--- src/rtl/cacheline_adaptor_pkg.sv ---
// Shared definitions for the cache-line <-> burst adaptor.
// Holds the default geometry (beats per line, line width, derived beat
// width and byte-offset width) and the controller state encoding.
package cacheline_adaptor_pkg;

    localparam int DEF_BURST_LEN        = 4;
    localparam int DEF_CACHE_LINE_WIDTH = 256;
    localparam int DEF_BURST_WIDTH      = DEF_CACHE_LINE_WIDTH / DEF_BURST_LEN;
    localparam int DEF_OFFSET_BITS      = $clog2(DEF_CACHE_LINE_WIDTH / 8);

    typedef enum logic [1:0] {
        IDLE  = 2'd0,
        READ  = 2'd1,
        WRITE = 2'd2,
        DONE  = 2'd3
    } state_t;

    // Beat counter width; a single-beat line still needs a 1-bit counter.
    function automatic int cnt_width(input int burst_len);
        return (burst_len > 1) ? $clog2(burst_len) : 1;
    endfunction

endpackage

--- src/rtl/cacheline_adaptor.sv ---
// Cache-line adaptor: converts one cache-side line read/write request into
// a BURST_LEN-beat burst on the memory side.
//
// Ports
//   clk        single clock, rising edge
//   rst        asynchronous reset, active low
//   line_i     write line from the cache
//   line_o     read line to the cache (valid while resp_o=1)
//   address_i  byte address from the cache
//   read_i     cache line read request (held until resp_o or err_o)
//   write_i    cache line write request (held until resp_o or err_o)
//   resp_o     one-cycle completion pulse
//   err_o      one-cycle failure pulse (request conflict or memory error)
//   burst_i    read beat from memory
//   burst_o    write beat to memory
//   address_o  line-aligned address to memory
//   read_o     memory read request, held for the whole burst
//   write_o    memory write request, held for the whole burst
//   resp_i     memory beat strobe
//   error_i    memory protocol-error flag
//
// state | meaning
// ------+-------------------------------------------------------------
// IDLE  | waiting for a cache request; requests only sampled here
// READ  | read_o high, one beat stored per resp_i
// WRITE | write_o high, burst_o shows the current slot of the latched line
// DONE  | one cycle, resp_o high, line_o presents the finished line
module cacheline_adaptor
    import cacheline_adaptor_pkg::*;
#(
    parameter int BURST_LEN        = DEF_BURST_LEN,
    parameter int CACHE_LINE_WIDTH = DEF_CACHE_LINE_WIDTH
) (
    input  logic                            clk,
    input  logic                            rst,

    input  logic [CACHE_LINE_WIDTH-1:0]     line_i,
    output logic [CACHE_LINE_WIDTH-1:0]     line_o,
    input  logic [31:0]                     address_i,
    input  logic                            read_i,
    input  logic                            write_i,
    output logic                            resp_o,
    output logic                            err_o,

    input  logic [CACHE_LINE_WIDTH/BURST_LEN-1:0] burst_i,
    output logic [CACHE_LINE_WIDTH/BURST_LEN-1:0] burst_o,
    output logic [31:0]                     address_o,
    output logic                            read_o,
    output logic                            write_o,
    input  logic                            resp_i,
    input  logic                            error_i
);

    localparam int BURST_WIDTH = CACHE_LINE_WIDTH / BURST_LEN;
    localparam int OFFSET_BITS = $clog2(CACHE_LINE_WIDTH / 8);
    localparam int CNT_W       = cnt_width(BURST_LEN);

    localparam logic [CNT_W-1:0] LAST_CNT  = CNT_W'(BURST_LEN - 1);
    localparam logic [31:0]      ADDR_MASK = ~((32'd1 << OFFSET_BITS) - 32'd1);

    state_t                         state_q;
    state_t                         state_d;
    logic [CNT_W-1:0]               cnt_q;
    logic [31:0]                    addr_q;
    // Write data on a write; assembly buffer on a read.
    logic [CACHE_LINE_WIDTH-1:0]    buf_q;
    logic [CACHE_LINE_WIDTH-1:0]    rd_line_q;
    logic [CACHE_LINE_WIDTH-1:0]    rd_line_d;
    logic                           dir_write_q;
    logic                           err_q;

    logic                           accept_rd;
    logic                           accept_wr;
    logic                           req_conflict;
    logic                           beat;
    logic                           last_beat;
    logic                           abort;

    // ------------------------------------------------------------------
    // FSM state register
    // ------------------------------------------------------------------
    always_ff @(posedge clk or negedge rst) begin
        if (!rst) begin
            state_q <= IDLE;
        end else begin
            state_q <= state_d;
        end
    end

    // ------------------------------------------------------------------
    // FSM next state and control outputs
    // ------------------------------------------------------------------
    always_comb begin
        state_d      = state_q;
        accept_rd    = 1'b0;
        accept_wr    = 1'b0;
        req_conflict = 1'b0;
        beat         = 1'b0;
        last_beat    = 1'b0;
        abort        = 1'b0;
        read_o       = 1'b0;
        write_o      = 1'b0;
        resp_o       = 1'b0;

        case (state_q)
            IDLE: begin
                if (read_i && write_i) begin
                    req_conflict = 1'b1;
                end else if (read_i) begin
                    accept_rd = 1'b1;
                    state_d   = READ;
                end else if (write_i) begin
                    accept_wr = 1'b1;
                    state_d   = WRITE;
                end
            end

            READ, WRITE: begin
                read_o  = (state_q == READ);
                write_o = (state_q == WRITE);
                // A memory error wins over a beat strobe in the same cycle.
                if (error_i) begin
                    abort   = 1'b1;
                    state_d = IDLE;
                end else if (resp_i) begin
                    beat = 1'b1;
                    if (cnt_q == LAST_CNT) begin
                        last_beat = 1'b1;
                        state_d   = DONE;
                    end
                end
            end

            DONE: begin
                resp_o  = 1'b1;
                state_d = IDLE;
            end

            default: begin
                state_d = IDLE;
            end
        endcase
    end

    // Finished read line: everything assembled so far plus the final beat,
    // so line_o can be updated on the same edge that consumes that beat.
    always_comb begin
        rd_line_d = buf_q;
        rd_line_d[int'(cnt_q)*BURST_WIDTH +: BURST_WIDTH] = burst_i;
    end

    // ------------------------------------------------------------------
    // Datapath
    // ------------------------------------------------------------------
    always_ff @(posedge clk or negedge rst) begin
        if (!rst) begin
            cnt_q       <= '0;
            addr_q      <= '0;
            buf_q       <= '0;
            rd_line_q   <= '0;
            dir_write_q <= 1'b0;
            err_q       <= 1'b0;
        end else begin
            err_q <= req_conflict | abort;

            if (accept_rd || accept_wr) begin
                addr_q      <= address_i & ADDR_MASK;
                cnt_q       <= '0;
                dir_write_q <= accept_wr;
            end

            if (accept_wr) begin
                buf_q <= line_i;
            end

            if (beat) begin
                cnt_q <= cnt_q + CNT_W'(1);
                if (state_q == READ) begin
                    buf_q[int'(cnt_q)*BURST_WIDTH +: BURST_WIDTH] <= burst_i;
                end
            end

            if (last_beat && (state_q == READ)) begin
                rd_line_q <= rd_line_d;
            end
        end
    end

    assign address_o = addr_q;
    assign err_o     = err_q;
    assign burst_o   = buf_q[int'(cnt_q)*BURST_WIDTH +: BURST_WIDTH];

    // A completing write shows its own line during the DONE cycle only;
    // otherwise the last completed read line is held.
    assign line_o = ((state_q == DONE) && dir_write_q) ? buf_q : rd_line_q;

endmodule

--- config.mk ---
export PLATFORM = sky130hd
export DESIGN_NAME = cacheline_adaptor
export DESIGN_NICKNAME = d
export VERILOG_FILES = /design/src/rtl/cacheline_adaptor_pkg.sv /design/src/rtl/cacheline_adaptor.sv
export SDC_FILE = /design/constraint.sdc
export NUM_CORES = 1
export LEC_CHECK = 0
export CAP_MARGIN = 20
export CORE_UTILIZATION = 25
export CTS_BUF_LIST = sky130_fd_sc_hd__clkbuf_8
export CTS_CLUSTER_SIZE = 25
export DETAILED_ROUTE_END_ITERATION = 16
export PLACE_DENSITY = 0.54
export RECOVER_POWER = 50
export REMOVE_ABC_BUFFERS = 1
export SYNTH_ARGS = -nofsm -noshare
export SYNTH_HDL_FRONTEND = slang
export SYNTH_SLANG_ARGS = --single-unit
--- constraint.sdc ---
create_clock -name clk -period 6 [get_ports clk]
set_input_delay 0.6 -clock clk [delete_from_list [all_inputs] [get_ports clk]]
set_output_delay 0.6 -clock clk [all_outputs]
set_load 0.02 [all_outputs]
==> flow_metrics.rpt <==
FLOW METRICS REPORT
----------------------------------------------------
[Clock tree]
  Maximum buffer depth of the clock tree ........................ 3
  Number of instances resized during post-cts repair ........................ 0

[Cells and area]
  Highest-count logic cell in the final layout ........................ clkdlybuf4s50_1
  Fraction of final layout cells sized beyond drive strength 1 ........................ 16.5%
  Number of nets at the end of the flow ........................ 3786
  Design area ........................ 0.0412 mm2

[Synthesis]
  Post-synthesis instance total ........................ 2824
  Post-synth top area cell ........................ dfrtp_1
  Area share of the largest cell type after synthesis ........................ 44.4%

[Power and ir drop]
  Leakage ........................ 19.1 nW

[Place]
  Post-Place Setup Slack ........................ 2.33 ns
  Detail Placement HPWL ........................ 78.6 mm
  Weighted congestion reported at the end of routability-driven placement ........................ 0.814
  Port-buffer cells ........................ 703

[Run status]
  Status ........................ complete, but fails checks
  Violated checks ........................ max-capacitance violations, max-slew violations

[Drt]
  Uppermost routed layer ........................ met5
  1st-iter DRT viols ........................ 1762
  Routed length per instance ........................ 24.7 um

[Floorplanning]
  Placeable Area ........................ 0.122 mm2
  Initial core utilization ........................ 25.2%

[Final timing]
  Final tally of max-slew violations ........................ 420
  Number of hold violations in the final report ........................ 0
  Setup tns final ........................ 0 ns

[Critical path]
  RR Endpoint ........................ rd_line_q[252]
  Worst R2R Setup Slack ........................ 1.09 ns
  CP Buf/Inv Count ........................ 2

[Worst hold path]
  Worst hold path class ........................ in2reg

[Run]
  Number of max-cap violations ........................ 10

----------------------------------------------------
==> cells in the mapped netlist (all sizes together) <==
| cell | instances |
|---|---|
| o22ai | 2 |
| mux4 | 64 |
| nor2 | 1 |
| and3 | 1 |
| mux2 | 283 |
| a31oi | 181 |
| ha | 9 |
| a221o | 1 |
| o21ai | 131 |
| nand4 | 64 |
| and2 | 3 |
| mux2i | 437 |
| a21oi | 346 |
| nor4b | 2 |
| and4b | 1 |
| nor3b | 1 |
| a32o | 1 |
| and4bb | 2 |
| a211oi | 2 |
| dfrtp | 545 |
| nor2b | 141 |
| nand3b | 2 |
| nor3 | 2 |
| buf | 164 |
| inv | 70 |
| clkbuf | 109 |
| nand2 | 188 |
| o2bb2ai | 11 |
| nand2b | 56 |
| nand3 | 1 |
| and3b | 2 |
| conb | 1 |
==> kinds of logic after synthesis <==
group                    Yosys count  share of synthesized area [%]
AND-OR/OR-AND                    675                           12.3
buffers and inverters            343                           5.44
adder cells (fa/ha/maj)            9                          0.367
multiplexers                     784                           29.3
AND/OR/NAND/NOR                  467                           8.15
flip-flops                       545                           44.4
other                              1                         0.0122
==> report_power, final <==
group          switching, W  internal, W  leakage [nW]
registers           0.00121      0.00504          6.69
logic               0.00552      0.00483          11.2
clock network       0.00180      0.00200          1.25
total               0.00852       0.0119          19.1
==> flip-flops by register name, indices dropped and copies added (netlist names) <==
register and flops:
dir_write_q 1, err_o 1, cnt_q 2, rd_line_q 256, buf_q 256, state_q 2, address_o 27
==> area by class of cell <==
class	count	area, um2
diodes	15	37.5
clock buffers	130	1790
clock inverters	60	325
fillers	12300	80700
inverters	70	263
multi-input cells	1940	15500
flip-flops and latches	545	13600
well taps	1625	2030
repair buffers	755	7620
registers.png
(1 px per um) Other sequential cells in the stronger grey, the rest of the logic in the fainter grey.
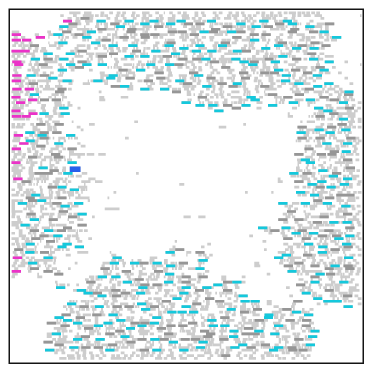
- `cnt_q`: blue (sequential cells 2)
- `rd_line_q`: cyan (sequential cells 256; where all over the die)
- `address_o`: magenta (sequential cells 27)
- not coloured: 260

port_nets.png
(1.5 px per um)
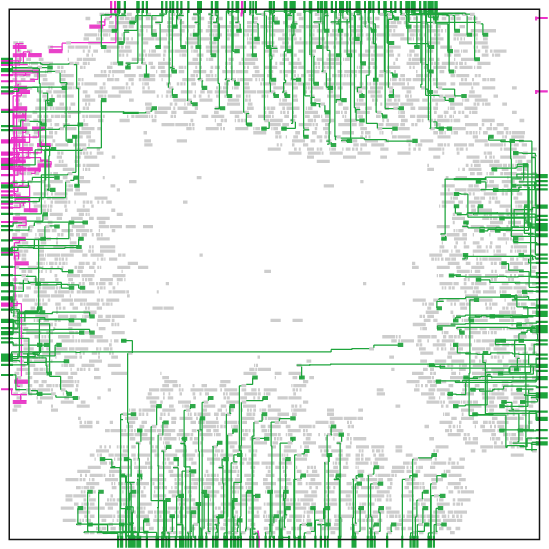
- `line_i`: green (bits 256; direction input; edge 80 north, 79 south, 55 east, 42 west; end cells 256; wire 13400 um)
- `address_o`: magenta (bits 32; direction output; edge 26 west, 3 north, 2 east, 1 south; end cells 32; wire 1070 um)

clock_map.png
(1 px per um)
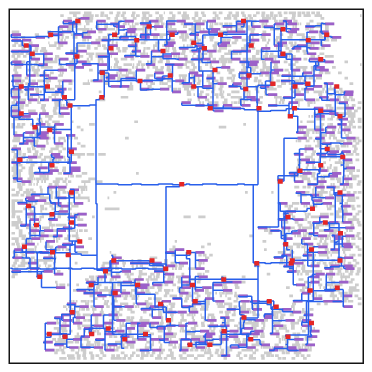
- flip-flops: purple (count 545)
- cells driving clock nets: red (count 107)
- clock wires: blue (length 9880 um)
- routed clock nets: 108
- flops lie: all over the die
power dissipated in the clock network: 0.00380 W
clock insertion delay at the later pin of the skew report: 0.76 ns
final clock skew: 0.0632 ns
fraction of power consumed by the clock network: 18.6%

Power figures rest on the tool's default switching activity, not on a simulated workload.
